run_1/wires.png
Only two layers are drawn.
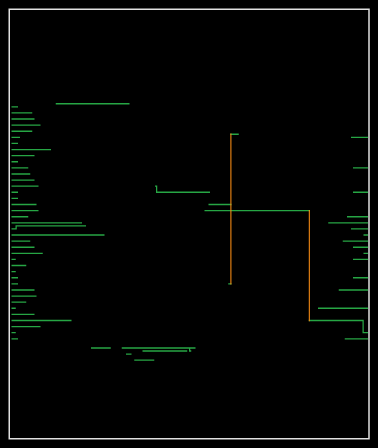
run_1/clk_routes.png
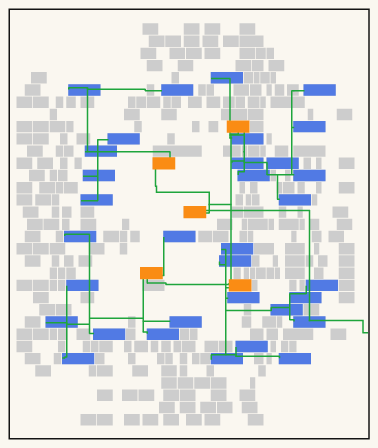
run_1/placement_by_type.png
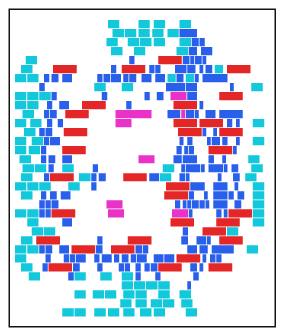
run_1/io_placement.png
Pins as bars across the die edge, other pins in grey.
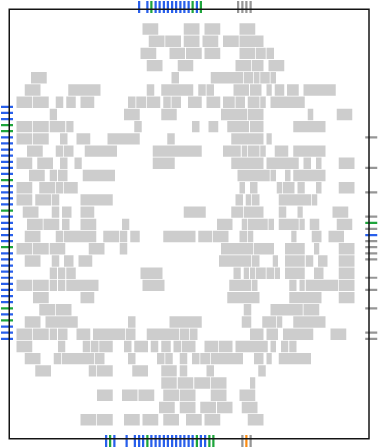
[src/rtl/product_idx_write_sequencer.sv]
// Round-robin sequencer that writes producer-lane results into the product register bank.
// Optional performance counters (stall_cnt, fill_cnt) are enabled by defining PRODUCT_SEQ_PERF_EN.
`ifndef DIM_A
`define DIM_A 8
`endif
`ifndef DIM_C
`define DIM_C 4
`endif
`ifndef ACC_WIDTH
`define ACC_WIDTH 16
`endif

module product_idx_write_sequencer #(
  parameter int N_REQ     = 4,
  parameter int DIM_A     = `DIM_A,
  parameter int DIM_C     = `DIM_C,
  parameter int ACC_WIDTH = `ACC_WIDTH,
  parameter int A_W       = (DIM_A > 1) ? $clog2(DIM_A) : 1,
  parameter int C_W       = (DIM_C > 1) ? $clog2(DIM_C) : 1
) (
  input  logic                       clk,
  input  logic                       rst,
  input  logic                       start,
  input  logic                       abort,
  input  logic [N_REQ-1:0]           req_valid,
  input  logic [N_REQ*ACC_WIDTH-1:0] req_data,
  output logic [N_REQ-1:0]           req_ready,
  output logic                       wr_en,
  output logic [C_W-1:0]             wr_c_idx,
  output logic [A_W-1:0]             wr_a_idx,
  output logic [ACC_WIDTH-1:0]       wr_data,
  output logic                       busy,
  output logic                       full,
  input  logic                       drain_ack
`ifdef PRODUCT_SEQ_PERF_EN
  ,
  output logic [31:0]                stall_cnt,
  output logic [15:0]                fill_cnt
`endif
);

  localparam int PTR_W = (N_REQ > 1) ? $clog2(N_REQ) : 1;

  typedef enum logic [1:0] {
    S_IDLE = 2'd0,
    S_FILL = 2'd1,
    S_FULL = 2'd2
  } state_t;

  state_t               state_reg, state_next;
  logic [PTR_W-1:0]     rr_ptr_reg;
  logic [C_W-1:0]       c_reg;
  logic [A_W-1:0]       a_reg;
  logic                 wr_en_reg;
  logic [C_W-1:0]       wr_c_reg;
  logic [A_W-1:0]       wr_a_reg;
  logic [ACC_WIDTH-1:0] wr_data_reg;
  logic                 busy_reg, full_reg;

  logic                 found;
  logic [PTR_W-1:0]     grant_idx;
  int                   lane;
  logic                 hs;
  logic                 last_entry;
  logic                 enter_fill;

  // Scan lanes starting at the round-robin pointer, wrapping mod N_REQ.
  always_comb begin
    found     = 1'b0;
    grant_idx = '0;
    lane      = 0;
    for (int k = 0; k < N_REQ; k++) begin
      lane = int'(rr_ptr_reg) + k;
      if (lane >= N_REQ) lane = lane - N_REQ;
      if (!found && req_valid[lane[PTR_W-1:0]]) begin
        found     = 1'b1;
        grant_idx = lane[PTR_W-1:0];
      end
    end
  end

  assign hs         = (state_reg == S_FILL) && !abort && found;
  assign last_entry = (c_reg == C_W'(DIM_C - 1)) && (a_reg == A_W'(DIM_A - 1));

  for (genvar gi = 0; gi < N_REQ; gi++) begin : g_grant
    assign req_ready[gi] = hs && (grant_idx == PTR_W'(gi));
  end

  always_comb begin
    state_next = state_reg;
    case (state_reg)
      S_IDLE: if (start && !abort) state_next = S_FILL;
      S_FILL: begin
        if (abort)                 state_next = S_IDLE;
        else if (hs && last_entry) state_next = S_FULL;
      end
      S_FULL: begin
        if (abort)                  state_next = S_IDLE;
        else if (drain_ack && start) state_next = S_FILL;
        else if (drain_ack)          state_next = S_IDLE;
      end
      default: state_next = S_IDLE;
    endcase
  end

  // FULL->FILL with drain_ack+start also counts as entering a fresh fill.
  assign enter_fill = (state_next == S_FILL) && (state_reg != S_FILL);

  always_ff @(posedge clk) begin
    if (rst) begin
      state_reg  <= S_IDLE;
      rr_ptr_reg <= '0;
      c_reg      <= '0;
      a_reg      <= '0;
      busy_reg   <= 1'b0;
      full_reg   <= 1'b0;
    end else begin
      state_reg <= state_next;
      busy_reg  <= (state_next == S_FILL);
      full_reg  <= (state_next == S_FULL);
      if (hs)
        rr_ptr_reg <= (grant_idx == PTR_W'(N_REQ - 1)) ? '0 : grant_idx + 1'b1;
      if (enter_fill) begin
        c_reg <= '0;
        a_reg <= '0;
      end else if (hs) begin
        if (a_reg == A_W'(DIM_A - 1)) begin
          a_reg <= '0;
          c_reg <= last_entry ? '0 : c_reg + 1'b1;
        end else begin
          a_reg <= a_reg + 1'b1;
        end
      end
    end
  end

  // Write port: one cycle behind the handshake; indices and data hold between writes.
  always_ff @(posedge clk) begin
    if (rst) begin
      wr_en_reg   <= 1'b0;
      wr_c_reg    <= '0;
      wr_a_reg    <= '0;
      wr_data_reg <= '0;
    end else begin
      wr_en_reg <= hs;
      if (hs) begin
        wr_c_reg    <= c_reg;
        wr_a_reg    <= a_reg;
        wr_data_reg <= req_data[grant_idx*ACC_WIDTH +: ACC_WIDTH];
      end
    end
  end

  assign wr_en    = wr_en_reg;
  assign wr_c_idx = wr_c_reg;
  assign wr_a_idx = wr_a_reg;
  assign wr_data  = wr_data_reg;
  assign busy     = busy_reg;
  assign full     = full_reg;

`ifdef PRODUCT_SEQ_PERF_EN
  logic [31:0] stall_cnt_reg;
  logic [15:0] fill_cnt_reg;

  always_ff @(posedge clk) begin
    if (rst) begin
      stall_cnt_reg <= '0;
      fill_cnt_reg  <= '0;
    end else begin
      if ((state_reg == S_FILL) && (req_valid == '0) && (stall_cnt_reg != 32'hFFFF_FFFF))
        stall_cnt_reg <= stall_cnt_reg + 1'b1;
      if ((state_reg == S_FILL) && (state_next == S_FULL))
        fill_cnt_reg <= fill_cnt_reg + 1'b1;
    end
  end

  assign stall_cnt = stall_cnt_reg;
  assign fill_cnt  = fill_cnt_reg;
`endif

endmodule

[config.mk]
export PLATFORM = sky130hd
export DESIGN_NAME = product_idx_write_sequencer
export DESIGN_NICKNAME = d
export VERILOG_FILES = /design/src/rtl/product_idx_write_sequencer.sv
export SDC_FILE = /design/constraint.sdc
export NUM_CORES = 1
export LEC_CHECK = 0
export CORE_ASPECT_RATIO = 1.2
export CORE_UTILIZATION = 25
export CTS_BUF_LIST = sky130_fd_sc_hd__clkbuf_8
export DETAILED_ROUTE_END_ITERATION = 10
export PLACE_DENSITY = 0.66
export SYNTH_ARGS = -nofsm -noshare
export SYNTH_HDL_FRONTEND = slang
export SYNTH_SLANG_ARGS = --single-unit
[constraint.sdc]
create_clock -name clk -period 6.1 [get_ports clk]
set_input_delay 0.915 -clock clk [delete_from_list [all_inputs] [get_ports clk]]
set_output_delay 0.915 -clock clk [all_outputs]
set_load 0.05 [all_outputs]
==> notes.md, run 1 <==
fresh numbers from the pnr run: total cell area reported by yosys after synthesis 0.001815 mm2, Hold Violations, Final 0, stage-log warning count 29, actual slew at the worst max-slew pin ~0.79 ns, total combinational power 0.118 mW, max FFs per register 16, crit path buf inv count 4, hold buffer count at CTS 0, Max Clock Freq roughly 0.22 GHz, Post-synth top cells sky130_fd_sc_hd__nand3_1, sky130_fd_sc_hd__dfxtp_1, sky130_fd_sc_hd__nand2_1, sky130_fd_sc_hd__a32oi_1, sky130_fd_sc_hd__nand4_1, DRC violations left 0, TritonCTS clock tree done, setup TNS 0 ns, WP depth 9, Max VDD drop 84.62 uV, reg-to-reg endpoint rr_ptr_reg[0]$_SDFFE_PP0P_, number of antenna violations at the first check in global routing 0, y dimension of the die approximately 95 um, required time of the worst setup path between 5 and 6 ns, Post-Synth Adder-Cell Area just under 5%, Lkg Pwr approximately 1.1 nW, largest cell class by area combinational gates, post-route clock skew roughly 0.0065 ns, status completed, number of global-route vias before repair around 1900, CTS max path bufs 2, number of max-slew violations in the final report 0, share of post-route cells with drive strength above 1 a little under 7%, Syn-to-layout area delta 63.61%, multi-input combinational gate total 163, average footprint of a synthesized cell between 8 and 9 um2, cell type with the highest aggregate area in the netlist sky130_fd_sc_hd__dfxtp_1, PostCTS Resize Cnt 0, Well-Tap Cells 87, power density cells between 150 and 200 mW/mm2, number of synthesized register bits 33, Cell Area, Placed about 0.0029 mm2, highest routed metal layer met4, synthesized instance count around 220, worst setup path start req_valid[2], power after layout approximately 0.55 mW, Signal inverters 4, final worst path period need 4.645 ns, hold slack final 0.4574 ns, most frequently used cell type in the post-synthesis netlist sky130_fd_sc_hd__nand3_1
-- wires.png (at the start) --
Key: green = metal 3 [wire length 362 um]; orange = metal 4 [wire length 57.8 um]
global routing usage summed across all routing layers: 15.12%
via count: 1996

-- clk_routes.png (at the start) --
Key: green = clock wires [length 495 um]; orange = clock drivers [count 5]; blue = flip-flops [count 33]
There are 6 routed clock nets.
Clk pwr share: 38.2%
reported clock group power: 0.211 mW

-- placement_by_type.png (at the start) --
Key: cyan = other buffers and delay cells [cells 103]; magenta = clock drivers and dummy loads [cells 8]; red = flops [cells 33]; blue = combinational and other logic [cells 167]
post-route design area: 0.002970 mm2
final core area utilization: 42.82%
floorplan row count: 33
core area: 0.006937 mm2
proportion of cell area occupied by registers: 22.24%

-- io_placement.png (at the start) --
Key: green = `wr_data` [pins 16, direction output, edge 7 left, 5 bottom, 3 top, 1 right]; blue = `req_data` [pins 64, direction input, edge 32 left, 19 bottom, 12 top, 1 right]; orange = `abort` [pins 1, direction input, edge bottom]
All pins by edge: 39 left, 27 bottom, 19 top, 16 right.

## run 1: through the flow
stage,cells,worst slack (ns)
3_5_place_dp,390,1.428
3_3_place_gp,390,1.472
2_1_floorplan,216,2.718
6_report,398,1.455
5_1_grt,398,1.291
4_1_cts,398,1.418
## run 1: worst min-delay path, delay by kind of cell, from the launching register on
| kind | cells | cell delay (ns) |
|---|---|---|
| and+or+nand+nor | 1 | 0.05 |
| AOI/OAI and AO/OA | 1 | 0.05 |
| DFF | 1 | 0.31 |
## run 1: worst min path at each step
| stage | startpoint | end | slack, ns | depth (start not counted) |
|---|---|---|---|---|
| floorplan | a_reg[1]$_SDFFE_PP0P_ | wr_a_idx[1]$_SDFFE_PP0P_ | 0.45 | 2 |
| global placement | wr_a_idx[1]$_SDFFE_PP0P_ | wr_a_idx[1]$_SDFFE_PP0P_ | 0.44 | 2 |
| detailed placement | wr_a_idx[1]$_SDFFE_PP0P_ | wr_a_idx[1]$_SDFFE_PP0P_ | 0.45 | 2 |
| CTS | wr_a_idx[1]$_SDFFE_PP0P_ | wr_a_idx[1]$_SDFFE_PP0P_ | 0.46 | 2 |
| global route | wr_a_idx[2]$_SDFFE_PP0P_ | wr_a_idx[2]$_SDFFE_PP0P_ | 0.49 | 2 |
| finish | wr_a_idx[1]$_SDFFE_PP0P_ | wr_a_idx[1]$_SDFFE_PP0P_ | 0.46 | 2 |
## run 1: logic make-up (layout without fill, tap and decap cells)
logic type               count (synthesis)  after routing
AND-OR/OR-AND                           36             36
adder cells (fa/ha/maj)                  7              7
buffers and inverters                   20            115
flip-flops                              33             33
multiplexers                             1              1
AND/OR/NAND/NOR                        119            119
run_1/congestion.png
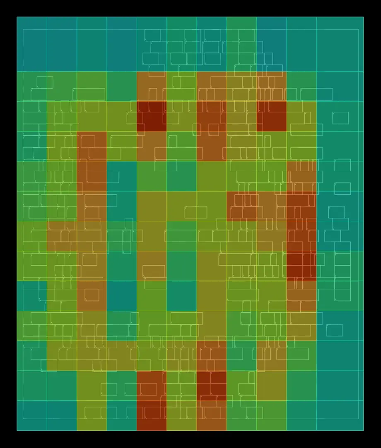

==> run 2: changes to the inputs <==
- clock period: 6.1 -> 4.4 ns (I/O delays scaled with it)
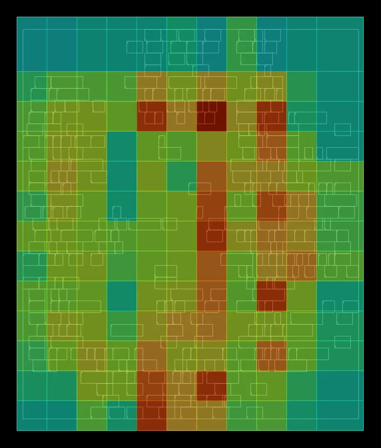
run_2/congestion.png
met1 capacity usage during global routing: 16.42%
final core area utilization: 42.64%
layer with the highest usage after global routing: met2
met3 usage: 4.880%
routing usage on met2: 31.70%

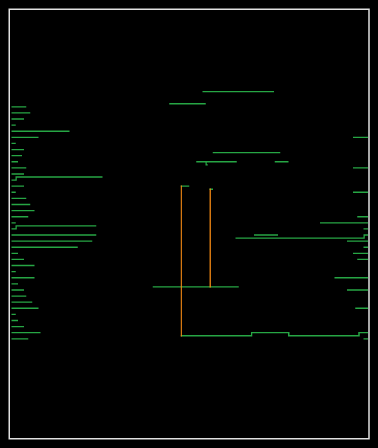
run_2/wires.png
Only two layers are drawn.
Key: green = metal 3 [wire length 392 um]; orange = metal 4 [wire length 55.1 um]

==> notes.md, run 2 <==
fresh numbers from the pnr run: number of synthesized register bits 33 (unchanged), cell type with the highest aggregate area in the netlist sky130_fd_sc_hd__dfxtp_1, total cell area reported by yosys after synthesis 0.001815 mm2 (unchanged), share of post-route cells with drive strength above 1 8.333% (+1.6 points), floorplan row count 33 (unchanged), number of max-slew violations in the final report 0 (unchanged), Post-synth top cells sky130_fd_sc_hd__nand3_1, sky130_fd_sc_hd__dfxtp_1, sky130_fd_sc_hd__nand2_1, sky130_fd_sc_hd__a32oi_1, sky130_fd_sc_hd__nand4_1, Max Clock Freq about 0.28 GHz, CTS max path bufs 2 (unchanged), stage-log warning count 29 (unchanged), Max VDD drop 156.6 uV (+85%), hold slack final 0.4548 ns (-0.002590 ns), number of cells on the worst hold path 2 (unchanged), Hold Violations, Final 0 (unchanged), number of global-route vias before repair 2062 (+6.2%), Lkg Pwr 1.062 nW (+0.66%), total instance count after detailed placement 392 (+0.51%), PostCTS Resize Cnt 0 (unchanged), status completed, post-route clock skew 0.009114 ns (+0.002635 ns), final worst path period need about 3.6 ns, WHS Endpoint wr_a_idx[0]$_SDFFE_PP0P_, setup TNS 0 ns (unchanged), number of antenna violations at the first check in global routing 0 (unchanged)
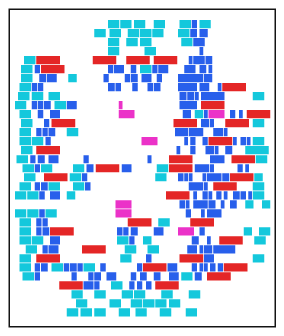
run_2/placement_by_type.png
Key: cyan = other buffers and delay cells [cells 105]; blue = combinational and other logic [cells 167]; magenta = clock drivers and dummy loads [cells 7]; red = flops [cells 33]
proportion of cell area occupied by registers: 22.34%
post-route design area: 0.002958 mm2

run 2: how the worst max path moves through the flow:
stage	start	end	slack (ns)	cells after the start
2_1_floorplan	req_valid[2]	req_ready[3]	1.53	8
3_3_place_gp	req_valid[2]	req_ready[0]	0.88	8
3_5_place_dp	req_valid[2]	req_ready[1]	0.74	8
4_1_cts	req_valid[2]	req_ready[1]	0.74	8
5_1_grt	req_valid[2]	req_ready[0]	0.61	8
6_report	req_valid[2]	req_ready[1]	0.77	8
run 2: kinds of logic after synthesis:
| family | count (synthesis) |
|---|---|
| AND-OR/OR-AND | 36 |
| AND/OR/NAND/NOR | 119 |
| adder cells (fa/ha/maj) | 7 |
| flip-flops | 33 |
| multiplexers | 1 |
| buffers and inverters | 20 |
run 2: area by class of cell:
cell class	instances	area [um2]
Clock inverter	1	3.754
Sequential cell	33	660.6
Timing Repair Buffer	105	1041
Inverter	4	15.01
Fill cell	715	3979
Clock buffer	6	82.58
Multi-Input combinational cell	163	1046
Tap cell	87	108.9
run 2: where the power goes:
group	switching [mW]	internal, mW	total, mW
clock	0.110	0.122	0.232
combinational	0.0818	0.0846	0.166
sequential	0.00488	0.306	0.311
run 2: per-layer routing:
layer	global-route usage, %	wire length (um)	vias up
met3	4.880	391	4
met2	31.70	3141	71
met4	5.208	55	0
li1	-	-	1012
met1	16.42	2305	933
met5	0	0	-
run 2: critical path: cells and delay by family:
| family | cells | cell delay (ns) |
|---|---|---|
| AND/OR/NAND/NOR | 3 | 0.85 |
| adder cells (fa/ha/maj) | 1 | 0.26 |
| AND-OR/OR-AND | 1 | 0.12 |
| buffers and inverters | 3 | 1.06 |
Power figures rest on the tool's default switching activity, not on a simulated workload.
